--- config.mk ---
export PLATFORM = sky130hd
export DESIGN_NAME = s4ga_cfg_loader
export DESIGN_NICKNAME = d
export VERILOG_FILES = /design/src/rtl/s4ga_cfg_loader.sv
export SDC_FILE = /design/constraint.sdc
export NUM_CORES = 1
export LEC_CHECK = 0
export CORE_MARGIN = 2
export CORE_UTILIZATION = 35
export CTS_BUF_LIST = sky130_fd_sc_hd__clkbuf_8
export CTS_CLUSTER_DIAMETER = 40
export DETAILED_ROUTE_END_ITERATION = 10
export HOLD_SLACK_MARGIN = 0.05
export PLACE_DENSITY = 0.58
export SKIP_LAST_GASP = 1
export SLEW_MARGIN = 20
export SYNTH_ARGS = -nofsm -noshare
export SYNTH_HDL_FRONTEND = slang
export SYNTH_SLANG_ARGS = --single-unit
--- constraint.sdc ---
create_clock -name i_clk -period 3 [get_ports i_clk]
set_input_delay 0.3 -clock i_clk [delete_from_list [all_inputs] [get_ports i_clk]]
set_output_delay 0.3 -clock i_clk [all_outputs]
set_load 0.05 [all_outputs]
--- src/rtl/s4ga_cfg_loader.sv ---
// Configuration sequencer for the S4GA serial LUT fabric: unpacks bitstream bytes into
// SI_W-bit words, shifts them in under fabric reset, settles, then releases the fabric.
`timescale 1ns/1ps
module s4ga_cfg_loader #(
  parameter int unsigned SI_W      = 4,
  parameter int unsigned CFG_WORDS = 128,
  parameter int unsigned SETTLE    = 2
) (
  input  logic                               i_clk,
  input  logic                               i_rst_n,
  input  logic                               i_start,
  input  logic                               i_abort,
  input  logic [7:0]                         i_in_data,
  input  logic                               i_in_valid,
  output logic                               o_in_ready,
  output logic [SI_W-1:0]                    o_fab_si,
  output logic                               o_fab_clk_en,
  output logic                               o_fab_rst,
  output logic                               o_busy,
  output logic                               o_done,
  output logic [$clog2(CFG_WORDS+1)-1:0]     o_word_cnt
);

  localparam int unsigned SUB   = 8 / SI_W;
  localparam int unsigned BYTES = CFG_WORDS * SI_W / 8;
  localparam int unsigned CW    = $clog2(CFG_WORDS + 1);
  localparam int unsigned BW    = $clog2(BYTES + 1);
  localparam int unsigned SW    = (SETTLE > 1) ? $clog2(SETTLE) : 1;

  if (!(SI_W == 1 || SI_W == 2 || SI_W == 4 || SI_W == 8)) begin : g_bad_si_w
    $error("s4ga_cfg_loader: SI_W must be 1, 2, 4 or 8");
  end
  if ((CFG_WORDS * SI_W) % 8 != 0) begin : g_bad_cfg_words
    $error("s4ga_cfg_loader: CFG_WORDS*SI_W must be a multiple of 8");
  end
  if (SETTLE < 1) begin : g_bad_settle
    $error("s4ga_cfg_loader: SETTLE must be at least 1");
  end

  typedef enum logic [1:0] {StIdle, StLoad, StSettle, StRun} state_e;

  state_e          r_state, w_state_d;
  logic [7:0]      r_buf, w_buf_d;
  logic            r_full, w_full_d;
  logic [2:0]      r_idx, w_idx_d;
  logic [BW-1:0]   r_byte_cnt, w_byte_cnt_d;
  logic [SW-1:0]   r_settle, w_settle_d;
  logic            r_in_ready, w_in_ready_d;
  logic [SI_W-1:0] r_fab_si, w_fab_si_d;
  logic            r_clk_en, w_clk_en_d;
  logic            r_fab_rst, w_fab_rst_d;
  logic            r_busy, w_busy_d;
  logic            r_done, w_done_d;
  logic [CW-1:0]   r_word_cnt, w_word_cnt_d;

  logic            w_accept;
  logic            w_last;
  logic [SI_W-1:0] w_next_word;

  assign w_accept    = r_in_ready & i_in_valid;
  assign w_last      = r_full && (r_idx == 3'(SUB - 1));
  assign w_next_word = SI_W'(r_buf >> (SI_W * (32'(r_idx) + 32'd1)));

  always_comb begin
    w_state_d    = r_state;
    w_buf_d      = r_buf;
    w_full_d     = r_full;
    w_idx_d      = r_idx;
    w_byte_cnt_d = r_byte_cnt;
    w_settle_d   = r_settle;
    w_fab_si_d   = r_fab_si;
    w_word_cnt_d = r_word_cnt;

    unique case (r_state)
      StIdle, StRun: begin
        if (i_start) begin
          w_state_d    = StLoad;
          w_word_cnt_d = '0;
          w_byte_cnt_d = '0;
          w_full_d     = 1'b0;
          w_idx_d      = '0;
        end
      end
      StLoad: begin
        if (i_abort) begin
          w_state_d = StIdle;
          w_full_d  = 1'b0;
        end else begin
          if (r_full) w_word_cnt_d = r_word_cnt + 1'b1;
          // The word on fab_si this cycle is the last one of the image.
          if (r_full && r_word_cnt == CW'(CFG_WORDS - 1)) begin
            w_state_d  = StSettle;
            w_full_d   = 1'b0;
            w_settle_d = '0;
            w_fab_si_d = '0;
          end else if (w_accept) begin
            w_buf_d      = i_in_data;
            w_full_d     = 1'b1;
            w_idx_d      = '0;
            w_byte_cnt_d = r_byte_cnt + 1'b1;
            w_fab_si_d   = i_in_data[SI_W-1:0];
          end else if (r_full && !w_last) begin
            w_idx_d    = r_idx + 3'd1;
            w_fab_si_d = w_next_word;
          end else if (w_last) begin
            w_full_d = 1'b0;
          end
        end
      end
      StSettle: begin
        if (i_abort) begin
          w_state_d = StIdle;
        end else if (r_settle == SW'(SETTLE - 1)) begin
          w_state_d = StRun;
        end else begin
          w_settle_d = r_settle + 1'b1;
        end
      end
      default: w_state_d = StIdle;
    endcase

    // Outputs are registered, so they are derived from the next state.
    w_in_ready_d = (w_state_d == StLoad) && (!w_full_d || w_idx_d == 3'(SUB - 1)) &&
                   (w_byte_cnt_d < BW'(BYTES));
    w_clk_en_d   = ((w_state_d == StLoad) && w_full_d) || (w_state_d == StSettle) ||
                   (w_state_d == StRun);
    w_fab_rst_d  = (w_state_d != StRun);
    w_busy_d     = (w_state_d == StLoad) || (w_state_d == StSettle);
    w_done_d     = (w_state_d == StRun);
  end

  always_ff @(posedge i_clk or negedge i_rst_n) begin
    if (!i_rst_n) begin
      r_state    <= StIdle;
      r_buf      <= '0;
      r_full     <= 1'b0;
      r_idx      <= '0;
      r_byte_cnt <= '0;
      r_settle   <= '0;
      r_in_ready <= 1'b0;
      r_fab_si   <= '0;
      r_clk_en   <= 1'b0;
      r_fab_rst  <= 1'b1;
      r_busy     <= 1'b0;
      r_done     <= 1'b0;
      r_word_cnt <= '0;
    end else begin
      r_state    <= w_state_d;
      r_buf      <= w_buf_d;
      r_full     <= w_full_d;
      r_idx      <= w_idx_d;
      r_byte_cnt <= w_byte_cnt_d;
      r_settle   <= w_settle_d;
      r_in_ready <= w_in_ready_d;
      r_fab_si   <= w_fab_si_d;
      r_clk_en   <= w_clk_en_d;
      r_fab_rst  <= w_fab_rst_d;
      r_busy     <= w_busy_d;
      r_done     <= w_done_d;
      r_word_cnt <= w_word_cnt_d;
    end
  end

  assign o_in_ready   = r_in_ready;
  assign o_fab_si     = r_fab_si;
  assign o_fab_clk_en = r_clk_en;
  assign o_fab_rst    = r_fab_rst;
  assign o_busy       = r_busy;
  assign o_done       = r_done;
  assign o_word_cnt   = r_word_cnt;

endmodule

### Supply network

Scale bar: 20 µm. Pins as bars on the die edge. Tap cells in gray.
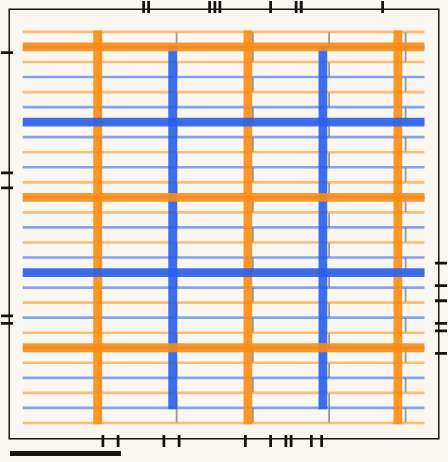
[VDD] blue
[VSS] orange
met1 rails: 27
rows: 26
met5 straps: 5
signal pins: 30
placeable core region: 0.005140 mm²
maximum resistive drop on vdd: 0.4804 mV
overall die width: 77.40 µm
Die Ht: 77.40 µm

### Where the registers sit

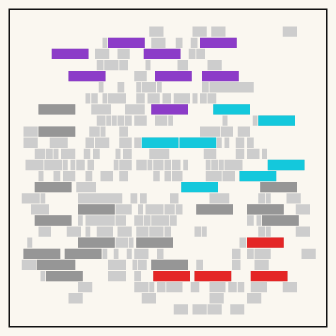
[r_byte_cnt] cyan | placed flops: 7
[o_word_cnt] purple | placed flops: 8 | where: top center
[r_buf] red | placed flops: 4

### Metal layers overlaid

Only two layers are drawn.
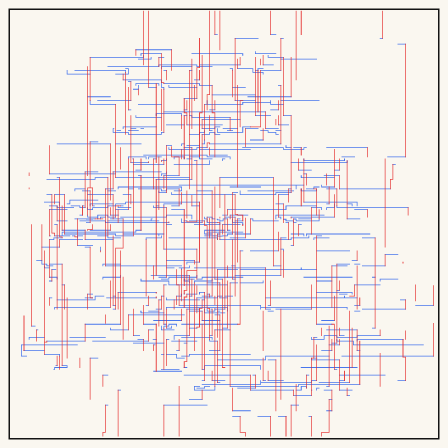
[metal 1] blue | wire length: 1,880 µm
[metal 2] red | wire length: 1,890 µm

### Zoomed window

Region (46, 7) to (71, 32) µm. Cells in gray, sequential cells in the stronger gray; small squares are vias.
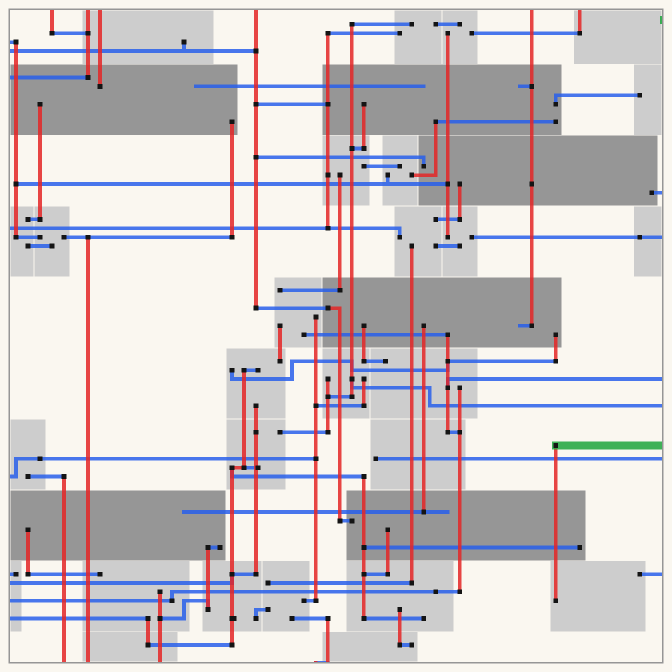
[metal 2] red
[metal 1] blue
[metal 3] green
netlist names of flops here include: o_fab_si (3), r_buf (3)
sequential cells in the window: 6
cells with their middle in the window: 28
most frequent: dfrtp_1 (6)

==> run notes <==
Quick summary of the implementation run below.

The number of buffers created by CTS came out at 5. The clock sink total is 35. The worst hold path class is reg -> reg. The fraction of synthesis flops using an asynchronous set or reset pin came out at 1.000. The total DRC errors in the routed layout is 0. The count of cell types in the netlist is about 52. The number of sequential cells reported for the layout is 35. The met1 usage in global routing is 0.1955. The maximum number of pins on one net before global-route repair came out at 20.

The flip-flop count of the largest register, all copies and words added came out at 8. The iteration-0 DRC count of the detailed router came out at 38. Dividing the synthesized area by the synthesized cell count gives 9.976 µm².

In this run, the synthesized area fraction spent on and/or/nand/nor cells is recorded as 0.2303. The routed wirelength normalized by instance count came out at ~14 µm. The highest clock frequency the design can meet is roughly 420 MHz. The share of the core filled by cells before placement is 0.3668. The maximum fanout along the worst path came out at 6.

The most frequently used library cell after synthesis is sky130_fd_sc_hd__dfrtp_1. Yosys reports the multiplexer fraction of the synthesized area as 0.03517. The run finished with clean final reports. In this run, post-CTS hold repair placed 0 buffers. By instance count, the cell type seen most on the critical path is sky130_fd_sc_hd__ha_1. The chip area is 0.005991 mm². The parity-gate share of the synthesized area counting xor and xnor cells came out at 0.03716.

The yosys synthesis warning count is 0. After synthesis the netlist holds a flip-flop and latch count of 35. The routed layout has between 1,000 and 1,500 vias. The number of filler instances in the final layout is 525. The headroom to the max-slew limit came out at 0.4297. The power report attributes to the clock group a share of 0.281. For this floorplan the total number of well-tap instances is around 70. The area added between synthesis and finish is 26.94%. The clock network contribution to total cell area came out at 0.05698.

The library cells used most frequently in the layout, excluding fill and tap cells, are sky130_fd_sc_hd__dfrtp_1 (34), sky130_fd_sc_hd__clkdlybuf4s50_1 (29), sky130_fd_sc_hd__nor2_1 (16). Setup slack on the worst path after placement came out at just over 0.6 ns. The worst path arrival time is around 2.6 ns. The combinational gate area is 942.2 µm². In the setup report, the worst path falls into the class reg -> reg. The global-route wire length before repair came out at 6934 µm. Among the non-sequential cells, simple AND/OR/NAND/NOR gates take the most area. Per the post-run analysis, buffers plus inverters along the critical path come to 1. The number of buffers added for setup after CTS is 0. Summing every instance area after synthesis gives approximately 0.0019 mm².

The summed negative setup slack over all endpoints came out at 0 ns. The timing report gives the worst reg2reg path a setup slack of between 0.6 and 0.7 ns. For this design the ratio of total power to cell area is roughly 760 mW/mm². The net switching power came out at 675.2 µW. The clock skew after layout is between 0.01 and 0.015 ns. The switching share of power came out at 0.3707.

The placement report lists the number of port buffers as 29. Routing resource usage on met3 recorded by global route was 0.04884. TritonCTS built the clock tree.

The number of gates given a new drive strength after cts is 0. Sorting the synthesized cells by how often they occur yields sky130_fd_sc_hd__dfrtp_1 (34), sky130_fd_sc_hd__nor2_1 (16), sky130_fd_sc_hd__nand2_1 (15). The final HPWL from detailed placement is a little over 3000 µm. The internal power came out at 1146 µW. The met2 usage is 0.2322. The final max-slew violation count came out at 0. The global router's overall resource usage is 0.1473.

The pin slew with the least headroom to its limit is between 0.8 and 0.9 ns. The count of library flops with an enable pin is 0. The most used flip-flop cell after synthesis is sky130_fd_sc_hd__dfrtp_1. The capturing element type of the critical path is a flop. The tool flagged a number of max-cap violations equal to 0. The chip area from the yosys synthesis statistics is between 0.0015 and 0.002 mm². The area share of the largest cell type after synthesis came out at 0.4512. The total non-filler cell area in the finished layout is roughly 0.0024 mm². Per the detail_route log, met3 wirelength is 208 µm. The share of cells above drive strength 1 is 0.1378.

The floorplan net count came out at 211. The clock transition at the registers of the reported paths is 0.08 ns. The compound-cell area share of the yosys netlist is 0.1374. The detail-routed via count per cell came out at ~5.

The total routed wirelength came out at 4022 µm. The main area contributors are sky130_fd_sc_hd__dfrtp_1 (45%), sky130_fd_sc_hd__ha_1 (6.0%), sky130_fd_sc_hd__o21ai_0 (3.5%). between 100 and 150 cells are multi-input combinational gates. The insertion delay to the later sink of the worst-skew pair came out at 0.29 ns. The met2 routed wirelength is 1892 µm. The number of primary I/O pins is 30. The register share of the cell area is 0.3664. The count of cells in the finished layout, fillers not included, comes to ~300. The number of setup violations in the final report is 0. The number of hold-slack violations in the final timing report came out at 0. The repair_antennas step left the layout with diodes totalling 0.
==> worst paths after layout <==
| path | startpoint | to | cells after the start |
|---|---|---|---|
| max | o_word_cnt[0] | o_in_ready | 8 |
| min | o_fab_si[1] | o_fab_si[1] | 2 |
| max reg2reg | o_word_cnt[0] | o_in_ready | 8 |
| min reg2reg | o_fab_si[1] | o_fab_si[1] | 2 |
| max in group asynchronous | i_rst_n | o_fab_rst | 2 |
| min in group asynchronous | i_rst_n | o_fab_si[1] | 1 |
==> power groups by stage <==
stage,Clock (µW),Sequential (µW),Combinational (µW)
finish,512,615,694
global route,546,628,752
CTS,522,615,702
detailed placement,0,625,700
global placement,0,626,692
floorplan,0,758,363
No activity file was given, so power comes from the tool's default toggle rates.
